Fig. 1: cell placement
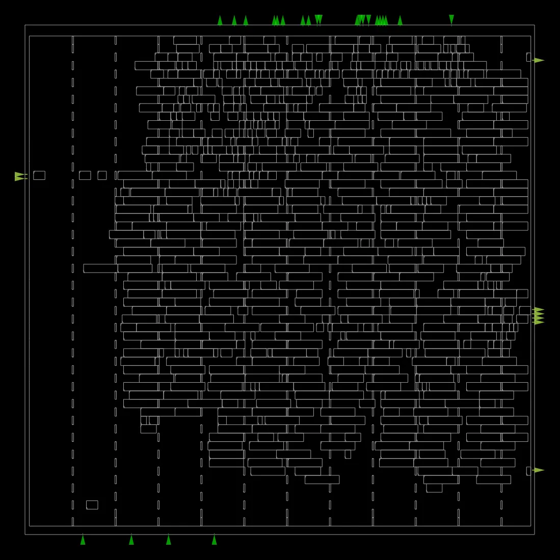
Fig. 2: layout detail
Region (113, 113) to (133, 133) um. Cells in gray, sequential cells in the stronger gray; small squares are vias.
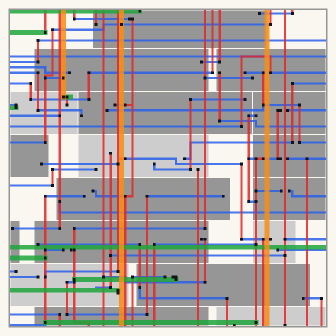
Fig. 3: I/O pins on the die edge
The bar under the picture is 50 um long. Pins as bars across the die edge, other pins in gray.
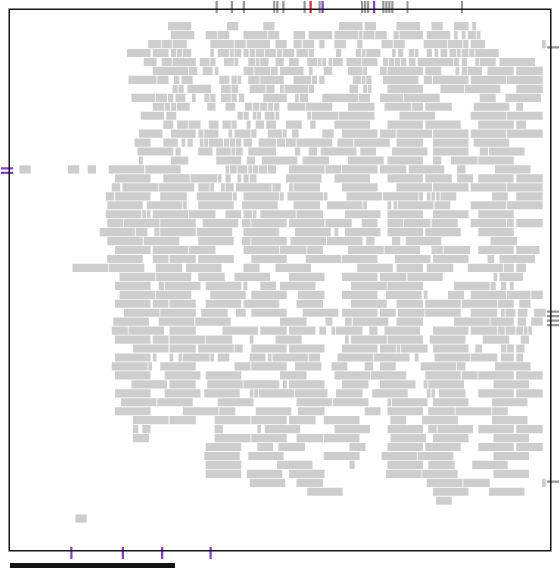
Fig. 4: drive-strength map
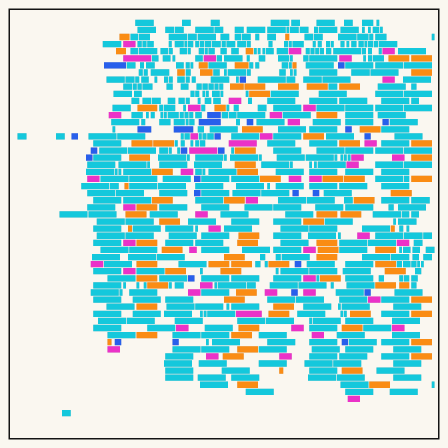
Fig. 5: cell density map
The die is cut into 16 by 16 equal tiles; white is low, dark blue is high, 0 to 100% covered.
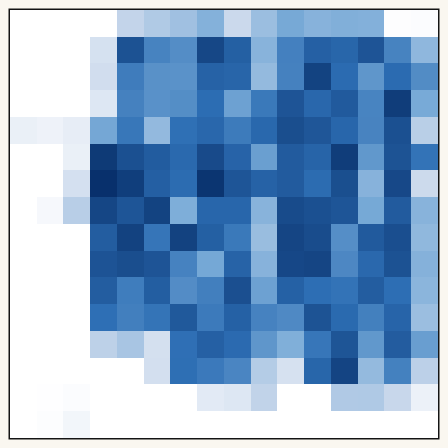
### config.mk
export PLATFORM = sky130hd
export DESIGN_NAME = uart_line_echo
export DESIGN_NICKNAME = d
export VERILOG_FILES = /design/src/rtl/uart_line_echo.sv
export SDC_FILE = /design/constraint.sdc
export NUM_CORES = 1
export LEC_CHECK = 0
export CORE_UTILIZATION = 45
export CTS_BUF_LIST = sky130_fd_sc_hd__clkbuf_4 sky130_fd_sc_hd__clkbuf_8
export CTS_CLUSTER_DIAMETER = 80
export DETAILED_ROUTE_END_ITERATION = 16
export PLACE_DENSITY = 0.72
export SLEW_MARGIN = 20
export SYNTH_ARGS = -nofsm -noshare
export SYNTH_HDL_FRONTEND = slang
export SYNTH_SLANG_ARGS = --single-unit
### constraint.sdc
create_clock -name clock -period 5.2 [get_ports clock]
set_clock_uncertainty 0.1 [all_clocks]
set_input_delay 0.52 -clock clock [delete_from_list [all_inputs] [get_ports clock]]
set_output_delay 0.52 -clock clock [all_outputs]
set_load 0.02 [all_outputs]
### src/rtl/uart_line_echo.sv
// Line-editing echo stage between UART RX and TX: buffers a line with backspace
// support, then replays it followed by CR LF through the transmitter handshake.
module uart_line_echo #(
    parameter int DEPTH        = 32,
    parameter int PAYLOAD_BITS = 8
) (
    input  logic                    clock,
    input  logic                    reset,
    input  logic [PAYLOAD_BITS-1:0] rx_data,
    input  logic                    rx_valid,
    input  logic                    tx_busy,
    output logic [PAYLOAD_BITS-1:0] tx_data,
    output logic                    tx_en,
    output logic [7:0]              line_len,
    output logic                    sending,
    output logic                    overflow,
    output logic                    dropped
);

    localparam int AW = (DEPTH > 1) ? $clog2(DEPTH) : 1;

    localparam logic [1:0] S_COLLECT = 2'd0;
    localparam logic [1:0] S_ISSUE   = 2'd1;
    localparam logic [1:0] S_GUARD   = 2'd2;
    localparam logic [1:0] S_WAIT    = 2'd3;

    localparam logic [1:0] PH_LINE = 2'd0;
    localparam logic [1:0] PH_CR   = 2'd1;
    localparam logic [1:0] PH_LF   = 2'd2;

    localparam logic [PAYLOAD_BITS-1:0] CHAR_CR  = PAYLOAD_BITS'(8'h0D);
    localparam logic [PAYLOAD_BITS-1:0] CHAR_LF  = PAYLOAD_BITS'(8'h0A);
    localparam logic [PAYLOAD_BITS-1:0] CHAR_BS  = PAYLOAD_BITS'(8'h08);
    localparam logic [PAYLOAD_BITS-1:0] CHAR_DEL = PAYLOAD_BITS'(8'h7F);

    localparam logic [AW:0]   FULL    = (AW+1)'(DEPTH);
    localparam logic [AW:0]   CNT_ONE = (AW+1)'(1);
    localparam logic [AW-1:0] IDX_ONE = AW'(1);

    logic [1:0]              state;
    logic [1:0]              phase;
    logic [AW:0]             count;
    logic [AW-1:0]           rd_idx;
    logic [PAYLOAD_BITS-1:0] line_buf [DEPTH];
    logic [PAYLOAD_BITS-1:0] issue_byte;

    logic is_cr;
    logic is_lf;
    logic is_bs;
    logic is_full;
    logic wr_en;
    logic last_byte;

    assign is_cr   = (rx_data == CHAR_CR);
    assign is_lf   = (rx_data == CHAR_LF);
    assign is_bs   = (rx_data == CHAR_BS) || (rx_data == CHAR_DEL);
    assign is_full = (count == FULL);
    assign wr_en   = (state == S_COLLECT) && rx_valid && !is_cr && !is_lf
                     && !is_bs && !is_full;

    // rd_idx has reached the final buffered byte of the line
    assign last_byte = ({1'b0, rd_idx} == (count - CNT_ONE));

    assign line_len = 8'(count);
    assign sending  = (state != S_COLLECT);

    always_comb begin
        issue_byte = line_buf[rd_idx];
        case (phase)
            PH_CR:   issue_byte = CHAR_CR;
            PH_LF:   issue_byte = CHAR_LF;
            default: issue_byte = line_buf[rd_idx];
        endcase
    end

    // Buffer storage carries no reset; only count decides what is valid.
    always_ff @(posedge clock) begin
        if (wr_en) begin
            line_buf[count[AW-1:0]] <= rx_data;
        end
    end

    always_ff @(posedge clock) begin
        if (reset) begin
            state    <= S_COLLECT;
            phase    <= PH_LINE;
            count    <= '0;
            rd_idx   <= '0;
            tx_en    <= 1'b0;
            tx_data  <= '0;
            overflow <= 1'b0;
            dropped  <= 1'b0;
        end else begin
            tx_en   <= 1'b0;
            dropped <= rx_valid && (state != S_COLLECT);

            case (state)
                S_COLLECT: begin
                    if (rx_valid) begin
                        if (is_cr) begin
                            state  <= S_ISSUE;
                            rd_idx <= '0;
                            // An empty line goes straight to the CR LF trailer
                            phase  <= (count == '0) ? PH_CR : PH_LINE;
                        end else if (is_lf) begin
                            state <= S_COLLECT;
                        end else if (is_bs) begin
                            if (count != '0) begin
                                count <= count - CNT_ONE;
                            end
                        end else if (!is_full) begin
                            count <= count + CNT_ONE;
                        end else begin
                            overflow <= 1'b1;
                        end
                    end
                end

                S_ISSUE: begin
                    if (!tx_busy) begin
                        tx_data <= issue_byte;
                        tx_en   <= 1'b1;
                        state   <= S_GUARD;
                    end
                end

                // Transmitter raises busy one cycle after tx_en; skip that cycle.
                S_GUARD: begin
                    state <= S_WAIT;
                end

                S_WAIT: begin
                    if (!tx_busy) begin
                        case (phase)
                            PH_LINE: begin
                                if (last_byte) begin
                                    phase <= PH_CR;
                                end else begin
                                    rd_idx <= rd_idx + IDX_ONE;
                                end
                                state <= S_ISSUE;
                            end
                            PH_CR: begin
                                phase <= PH_LF;
                                state <= S_ISSUE;
                            end
                            default: begin
                                count    <= '0;
                                overflow <= 1'b0;
                                phase    <= PH_LINE;
                                rd_idx   <= '0;
                                state    <= S_COLLECT;
                            end
                        endcase
                    end
                end

                default: begin
                    state <= S_COLLECT;
                end
            endcase
        end
    end

endmodule

==> impl_metrics.env <==
# source this file to load flow results
export IMPL_hold_slack_ns=0.3584
export IMPL_fin_crit_sh=0.7147
export IMPL_fa_ha_area_frac=0.01377
export IMPL_fin_tns_setup_ns=0
export IMPL_drt_pass1_iter_count=5
export IMPL_hold_viol=0
export IMPL_relSlewSlack=0.3530
export IMPL_yosys_area_um2=11820
export IMPL_ys_cells=645
export IMPL_drive_gt1_frac=0.2360
export IMPL_clk_pin_slew_worst_paths_ns=0.06
export IMPL_hold_start="tx_data[7]"
export IMPL_power_leakage_uw=0.004151
export IMPL_xor_share=0.005189
export IMPL_cts_tree="yes"
export IMPL_ys_warn_count=0
export IMPL_vias=6415
export IMPL_cts_sinks=287
export IMPL_wl_per_cell_um=25.51
export IMPL_ys_async_sr_fraction=0
export IMPL_flop_cell="edfxtp_1"
export IMPL_finalCriticalPeriod_ns=3.716
export IMPL_drcViolationCount=0
export IMPL_gr_usage_all_layers=0.2107
export IMPL_logic_area_um2=3286
export IMPL_arrival_ns=3.78
export IMPL_syn_inst=645
export IMPL_worst_pin_slew_ns=0.9692
export IMPL_status="finished clean"
export IMPL_grt_max_degree=56
export IMPL_htree_num_levels=2
export IMPL_maxCapViolCount=0
export IMPL_cts_setup_buffers=0
export IMPL_gp_congestion=0.8748
export IMPL_num_nets_final=726
export IMPL_mux_area_frac=0.1552
export IMPL_post_dp_hpwl_mm=17.98
export IMPL_cp_max_fo=17
export IMPL_synth_flop_count=287
export IMPL_regArea_um2=8313
export IMPL_path_class="input pin to register"
export IMPL_vias_per_cell=6.035
export IMPL_worstHoldPathType="register to register"
export IMPL_area_leaders="edfxtp_1 (65%), mux4_2 (14%), dfxtp_1 (5.3%), nor2_1 (1.5%), ha_1 (1.4%)"
export IMPL_synth_area_um2=11820
export IMPL_top_cell_area_share=0.6506
export IMPL_ant_nets=0
export IMPL_ir_drop_mv=0.2135
export IMPL_synth_seq_share=0.7032
export IMPL_largest_area_cell="edfxtp_1"
export IMPL_edf_count=256
export IMPL_ys_sh_aoi=0.04649
export IMPL_crit_start="rx_data[1]"
export IMPL_routed_wl_mm=27.12
export IMPL_root_buffer="clkbuf_8"
export IMPL_r2r_start="count[0]"
export IMPL_syn_area_per_cell_um2=18.32
export IMPL_cts_resized_gates=0
export IMPL_crit_path_end_kind="register"
export IMPL_gr_total_overflow=0
export IMPL_chipArea_um2=26910
export IMPL_critPathRequiredTime_ns=5.26
export IMPL_warning_count=35
export IMPL_grt_pass1_wl_mm=40.63
export IMPL_power_total_uw=4541
export IMPL_cts_buffers=42
export IMPL_setup_viol=0
export IMPL_drtIter0Drc=805
export IMPL_fmax_ghz=0.2691
export IMPL_clk_latency_ns=0.56
export IMPL_rsz0062_at_grt="false"
export IMPL_io_pins=32
export IMPL_clockBufferDepth=3
export IMPL_antenna_cells=0
export IMPL_synth_distinct_cells=62
export IMPL_r2r_setup_slack_ns=1.75
export IMPL_topCombFamilyByArea="multiplexers"
export IMPL_antenna_found_initial=0
export IMPL_cts_hold_repair_buffers=0
export IMPL_slew_violations=0
export IMPL_core_rowCount=58
export IMPL_grt_pass1_vias=6292
export IMPL_simple_gate_area_frac=0.05676
export IMPL_area_delta_synth_final_pct=12.93
export IMPL_crit_path_start_kind="input pin"
export IMPL_power_per_cell_area_nw_per_um2=340.3
export IMPL_fill_cells=1960
Back to the opening pictures, Fig. 1:
core area: 25470 um^2
tap cells: 330
Final Non-Filler Cells: 1063
sequential cell area share: 0.6230
fin util: 0.5238

Back to the opening pictures, Fig. 2:
legend:
  green:
    layer: met3
  red:
    layer: met2
  orange:
    layer: met4
  blue:
    layer: met1
netlist names of flops here include: line_buf (7)
cells with their middle in the window: 11
most frequent: edfxtp_1 (7), mux4_2 (2)
sequential cells in the window: 7

Back to the opening pictures, Fig. 3:
legend:
  purple:
    port: rx_data
    pins: 8
    direction: input
    edge: 4 bottom, 2 top, 2 left
  red:
    port: overflow
    pins: 1
    direction: output
    edge: top
Horiz. Die Dim: 164.0 um
die y size: 164.0 um
Port Buffers: 29

Back to the opening pictures, Fig. 4:
legend:
  cyan:
    size: drive 1 or less
    cells: 560
    share: 76%
  blue:
    size: drive 3 to 4
    cells: 28
    share: 3.8%
  magenta:
    size: drive 6 and up
    cells: 51
    share: 7.0%
  orange:
    size: drive 2
    cells: 94
    share: 13%

Back to the opening pictures, Fig. 5:
fullest tile: 100%
nearly empty tiles: 25%
mean over tiles: 48%
emptiest ninth of the die: lower left
tiles over 75% full: 33%
starting density of the core: 0.4638

[cell usage after synthesis (3+ instances only)]
cell,count
buf_1,5
mux2_2,3
nor2b_1,10
mux2i_1,6
nand3b_1,4
a21oi_1,16
or3_1,5
xnor2_1,5
nor3_1,13
o21ai_1,3
a2111oi_0,3
buf_4,6
inv_1,13
nor2_1,48
a21boi_0,4
a32o_1,3
a22oi_1,3
nand2_1,20
a211oi_1,3
nand3_1,10
ha_1,13
o41ai_1,3
dfxtp_1,31
o21ai_0,14
mux4_2,76
a211o_1,5
nand2b_1,3
buf_2,6
edfxtp_1,256
nand4_1,5
clkbuf_1,11
[power by group]
group / total (uW) / switching (uW) / internal, uW
Clock: 1880 / 843 / 1030
Combinational: 134 / 94.2 / 39.8
Sequential: 2530 / 8.05 / 2520
[metal layers]
layer / GRT usage / vias to the layer above / part of all wire
li1: - / 2737 / -
met1: 0.2986 / 3310 / 0.41
met2: 0.3261 / 330 / 0.48
met3: 0.05152 / 38 / 0.096
met4: 0.05766 / 0 / 0.020
met5: 0 / - / 0
[final timing paths]
check	endpoint	depth (start not counted)
min	tx_data[7]	2
max reg2reg	line_buf[18][5]	7
max	line_buf[18][5]	7
min reg2reg	tx_data[7]	2
[final cells by class]
class	instances	share of cell area
clock buffer	56	0.05261
inverter	13	0.003657
multi-input combinational	315	0.2462
clock inverter	20	0.01294
tap	330	0.03095
sequential	287	0.6230
timing repair buffer	42	0.03057
[worst max-delay path: stages]
cell	delay [ns]
clkdlybuf4s50_1	0.94
and3b_1	0.29
o211ai_2	0.19
nand2_1	0.13
nor3_1	0.45
nand2_1	0.49
nor2_1	0.75
[through the flow]
stage	instance area, um^2	cells	setup slack [ns]
finish	13340	1063	1.484
global route	13340	1063	1.339
CTS	13320	1062	1.522
detailed placement	12440	986	0.9510
global placement	12440	986	1.138
floorplan	11820	646	2.541
[sequential cells by signal (all words and copies together), names as in the netlist, 2 cells and up, named ones only]
signal	flops
line_buf	256
tx_data	8
count	6
rd_idx	5
phase	2
state	2
[logic make-up (layout without fill, tap and decap cells)]
| logic type | after synthesis | after routing |
|---|---|---|
| flip-flops | 287 | 287 |
| XOR/XNOR | 7 | 7 |
| multiplexers | 87 | 87 |
| AND/OR/NAND/NOR | 130 | 130 |
| adder cells (fa/ha/maj) | 13 | 13 |
| AND-OR/OR-AND | 76 | 76 |
| buffers and inverters | 44 | 131 |
| other | 1 | 2 |
[cell usage in the layout, fill, tap and decap left out, drive strengths merged, types with 14 or more instances in the layout]
| cell | Yosys | final |
|---|---|---|
| edfxtp | 256 | 256 |
| nor3 | 14 | 14 |
| a21oi | 16 | 16 |
| clkbuf | 11 | 56 |
| nor2 | 48 | 48 |
| nand2 | 20 | 20 |
| mux4 | 76 | 76 |
| clkinv | 0 | 15 |
| o21ai | 17 | 17 |
| dfxtp | 31 | 31 |
| inv | 13 | 15 |
| clkdlybuf4s50 | 0 | 29 |
